`src/rtl/uart_tx_sched.sv`:
```
// Transmit sequencer between the UART TX FIFO and the transmitter: pop, load, start, track busy, then gap.
// Optional feature macro UART_TX_SCHED_STATS_EN adds a saturating frame_cnt output.

module uart_tx_sched #(
  parameter int DATA_WIDTH   = 16,
  parameter int GAP_WIDTH    = 8,
  parameter int BUSY_TIMEOUT = 15
) (
  input  logic                  clk,
  input  logic                  rst,
  input  logic                  en,
  input  logic [GAP_WIDTH-1:0]  gap_cycles,
  input  logic                  empty_tx,
  input  logic [DATA_WIDTH-1:0] tx_dout_fifo,
  output logic                  rd_en,
  input  logic                  tx_busy,
  output logic                  tx_start,
  output logic [7:0]            tx_data,
  output logic                  tx_done,
  output logic                  sched_busy,
  output logic                  start_err,
  input  logic                  err_clr
`ifdef UART_TX_SCHED_STATS_EN
  ,
  output logic [15:0]           frame_cnt
`endif
);

  localparam int TO_W = (BUSY_TIMEOUT > 2) ? $clog2(BUSY_TIMEOUT) : 1;
  localparam logic [TO_W-1:0] TO_LAST = TO_W'(BUSY_TIMEOUT - 1);

  typedef enum logic [2:0] {
    IDLE      = 3'd0,
    POP       = 3'd1,
    LOAD      = 3'd2,
    START     = 3'd3,
    WAIT_BUSY = 3'd4,
    WAIT_DONE = 3'd5,
    GAP       = 3'd6
  } state_t;

  state_t                 state_r;
  logic                   rd_en_r;
  logic                   tx_start_r;
  logic [7:0]             tx_data_r;
  logic                   tx_done_r;
  logic                   sched_busy_r;
  logic                   start_err_r;
  logic [TO_W-1:0]        to_cnt_r;
  logic [GAP_WIDTH-1:0]   gap_cnt_r;
  logic                   unused_fifo_bits;

  // Only the low byte of the FIFO word is transmitted.
  assign unused_fifo_bits = ^tx_dout_fifo[DATA_WIDTH-1:8];

  // Scheduler FSM; strobes default low so every pulse lasts exactly one cycle.
  always_ff @(posedge clk) begin
    if (rst) begin
      state_r      <= IDLE;
      rd_en_r      <= 1'b0;
      tx_start_r   <= 1'b0;
      tx_data_r    <= 8'h00;
      tx_done_r    <= 1'b0;
      sched_busy_r <= 1'b0;
      start_err_r  <= 1'b0;
      to_cnt_r     <= {TO_W{1'b0}};
      gap_cnt_r    <= {GAP_WIDTH{1'b0}};
    end else begin
      rd_en_r    <= 1'b0;
      tx_start_r <= 1'b0;
      tx_done_r  <= 1'b0;
      // A timeout assigned later in this block overrides the clear.
      if (err_clr) begin
        start_err_r <= 1'b0;
      end
      case (state_r)
        IDLE: begin
          if (en && !empty_tx && !tx_busy) begin
            state_r      <= POP;
            rd_en_r      <= 1'b1;
            sched_busy_r <= 1'b1;
          end
        end
        POP: begin
          state_r <= LOAD;
        end
        LOAD: begin
          tx_data_r  <= tx_dout_fifo[7:0];
          tx_start_r <= 1'b1;
          state_r    <= START;
        end
        START: begin
          to_cnt_r <= {TO_W{1'b0}};
          state_r  <= WAIT_BUSY;
        end
        WAIT_BUSY: begin
          if (tx_busy) begin
            state_r <= WAIT_DONE;
          end else if (to_cnt_r == TO_LAST) begin
            start_err_r  <= 1'b1;
            to_cnt_r     <= {TO_W{1'b0}};
            sched_busy_r <= 1'b0;
            state_r      <= IDLE;
          end else begin
            to_cnt_r <= to_cnt_r + TO_W'(1);
          end
        end
        WAIT_DONE: begin
          if (!tx_busy) begin
            tx_done_r <= 1'b1;
            if (gap_cycles != {GAP_WIDTH{1'b0}}) begin
              gap_cnt_r <= gap_cycles;
              state_r   <= GAP;
            end else begin
              sched_busy_r <= 1'b0;
              state_r      <= IDLE;
            end
          end
        end
        GAP: begin
          if (gap_cnt_r <= GAP_WIDTH'(1)) begin
            gap_cnt_r    <= {GAP_WIDTH{1'b0}};
            sched_busy_r <= 1'b0;
            state_r      <= IDLE;
          end else begin
            gap_cnt_r <= gap_cnt_r - GAP_WIDTH'(1);
          end
        end
        default: begin
          sched_busy_r <= 1'b0;
          state_r      <= IDLE;
        end
      endcase
    end
  end

  assign rd_en      = rd_en_r;
  assign tx_start   = tx_start_r;
  assign tx_data    = tx_data_r;
  assign tx_done    = tx_done_r;
  assign sched_busy = sched_busy_r;
  assign start_err  = start_err_r;

`ifdef UART_TX_SCHED_STATS_EN
  logic [15:0] frame_cnt_r;
  logic        done_evt_s;

  assign done_evt_s = (state_r == WAIT_DONE) && !tx_busy;

  // Frame counter advances together with the tx_done pulse and saturates.
  always_ff @(posedge clk) begin
    if (rst || err_clr) begin
      frame_cnt_r <= 16'h0000;
    end else if (done_evt_s && (frame_cnt_r != 16'hFFFF)) begin
      frame_cnt_r <= frame_cnt_r + 16'h0001;
    end
  end

  assign frame_cnt = frame_cnt_r;
`endif

endmodule

```
`config.mk`:
```
export PLATFORM = sky130hd
export DESIGN_NAME = uart_tx_sched
export DESIGN_NICKNAME = d
export VERILOG_FILES = /design/src/rtl/uart_tx_sched.sv
export SDC_FILE = /design/constraint.sdc
export NUM_CORES = 1
export LEC_CHECK = 0
export CAP_MARGIN = 20
export CORE_ASPECT_RATIO = 0.6
export CORE_UTILIZATION = 46
export DETAILED_ROUTE_END_ITERATION = 10
export GPL_ROUTABILITY_DRIVEN = 0
export PLACE_DENSITY = 0.74
export SETUP_SLACK_MARGIN = 0.4
export SYNTH_ARGS = -nofsm -noshare
export SYNTH_HDL_FRONTEND = slang
export SYNTH_SLANG_ARGS = --single-unit
export TNS_END_PERCENT = 20
```
`constraint.sdc`:
```
create_clock -name clk -period 4.06 [get_ports clk]
set_clock_uncertainty 0.1 [all_clocks]
set_input_delay 1.015 -clock clk [delete_from_list [all_inputs] [get_ports clk]]
set_output_delay 1.015 -clock clk [all_outputs]
set_load 0.005 [all_outputs]
```
### Clock wires, drivers and flops

Scale bar: 20 µm.
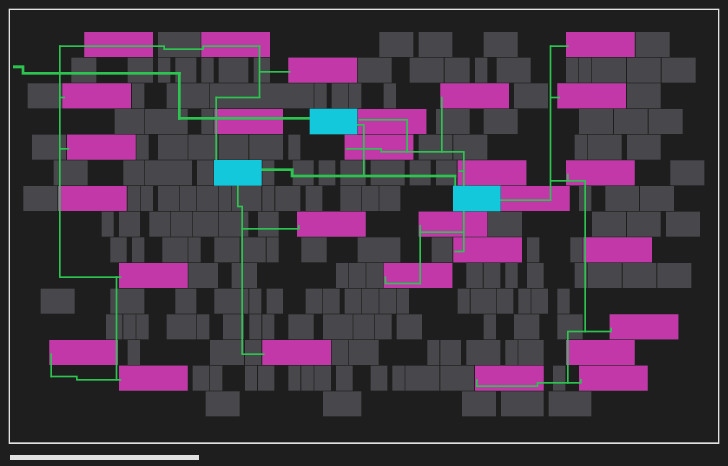
Key: clock wires = green [length 327 µm]; cells driving clock nets = cyan [count 3]; flip-flops = magenta [count 28]
Position of the flops: spread over the die.

### Routing congestion

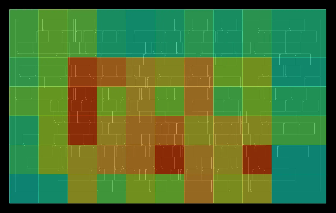
global routing usage on met1: 0.330
Final Util: 0.649
GRT Util Overall: 0.224
detail-routed net length per standard cell: 14.2 µm
peak-usage layer in the global routing report: met2

### Signal wires on met3

Scale bar: 20 µm. Cells faint in the background.
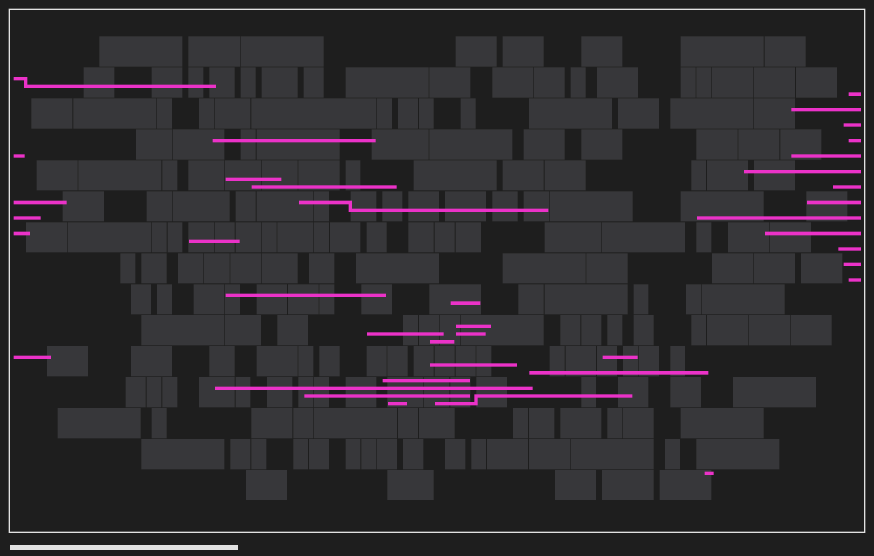
The longest straight run is 27.6 µm. The layer holds 7.4% of the routed length. 37 nets have wire on it. The wires run mostly horizontal.
met3 Usage GRT: 0.0531
detailed-route via count: 1,426
final wirelength: 3600 µm

-- per-stage QoR --
step                setup WS [ps]  hold slack [ps]
finish                       1110              381
global placement              996              368
global route                  994              409
floorplan                    1840              368
CTS                          1180              383
detailed placement            891              369
-- registers in the layout (all words and copies together) (netlist names) --
signal and count:
gap_cnt_r 8, tx_data 8, to_cnt_r 4, state_r 3, rd_en 1, sched_busy 1
start_err 1, tx_done 1, tx_start 1
-- final cells by class --
| cell class | count | area share |
|---|---|---|
| multi-input cells | 136 | 0.444 |
| well taps | 42 | 0.0275 |
| flip-flops and latches | 28 | 0.293 |
| clock buffers | 3 | 0.0216 |
| inverters | 8 | 0.0157 |
| repair buffers | 35 | 0.182 |
| clock inverters | 1 | 0.0157 |
==> results.toml <==
# yosys + openroad results
[drt]
top_signal_layer_used = "met4"
first_pass_iteration_count_of_the_detailed_router = 4
post-route-drc-count = 0
detailedRoute.firstIterationViolations = 133

[hold_path]
hold_end = "sched_busy"
min_from = "sched_busy"

[run]
cap_viol_max_count = 0
openroad.warnings = 36

[pwr]
combinationalPowerShare = 0.371
powerDensity_nw_per_um2 = 499
clkPwrFrac = 0.231
power.clock.total_w = 0.000220
powerSeq_w = 0.000380

[setup_path]
worstSetupStartpoint = "gap_cycles[2]"
worst_path_max_delay_cell = "sky130_fd_sc_hd__nor4_1"
cp-start-kind = "primary input"
crit_cells = 6
required_ps = 4170
worstRegToRegCells = 7
regToRegStartpoint = "gap_cnt_r[0]"
r2r_end = "state_r[1]"
worstPathArrival_ps = 3060
cp_num_buf_inv = 1

[sta]
fin_crit_sh = 0.728
maximum_clock_rate_mhz = 338
final.setup.tns_ps = 0

[global_routing]
grt_max_degree = 26
grt_antenna_before_repair = 0
gr-usage-met2 = 0.335
grt.overflow.total = 0

[yosys]
top_area_cell = "sky130_fd_sc_hd__dfxtp_1"
post_synth_and_or_nand_nor_area_fraction = 0.252
synthTopLogicFamily = "simple AND/OR/NAND/NOR gates"
syn-mean-instance-area_um2 = 8.22
yosysTopAreaCellShare = 0.381
synth_top_flop_cell = "sky130_fd_sc_hd__dfxtp_1"
synth.mux.area_fraction = 0.0612
total_of_warnings_raised_by_yosys = 0
yosys.area_share.xor_xnor = 0.0179
post_synthesis_cells = 179
ys.flops = 28

[run_status]
outcome = "completed"

[clock_network]
cts_hold_repair.buffers = 0
cts_bufs_inserted = 3
clkSinkCount = 28

[cells_and_area]
fin_area_um2 = 1910
final_common_cell = "sky130_fd_sc_hd__clkdlybuf4s50_1"
layout-area-overhead-vs-synth_pct = 29.9
final-seq-area_um2 = 561

[die]
floorplan.die_area_um2 = 3440
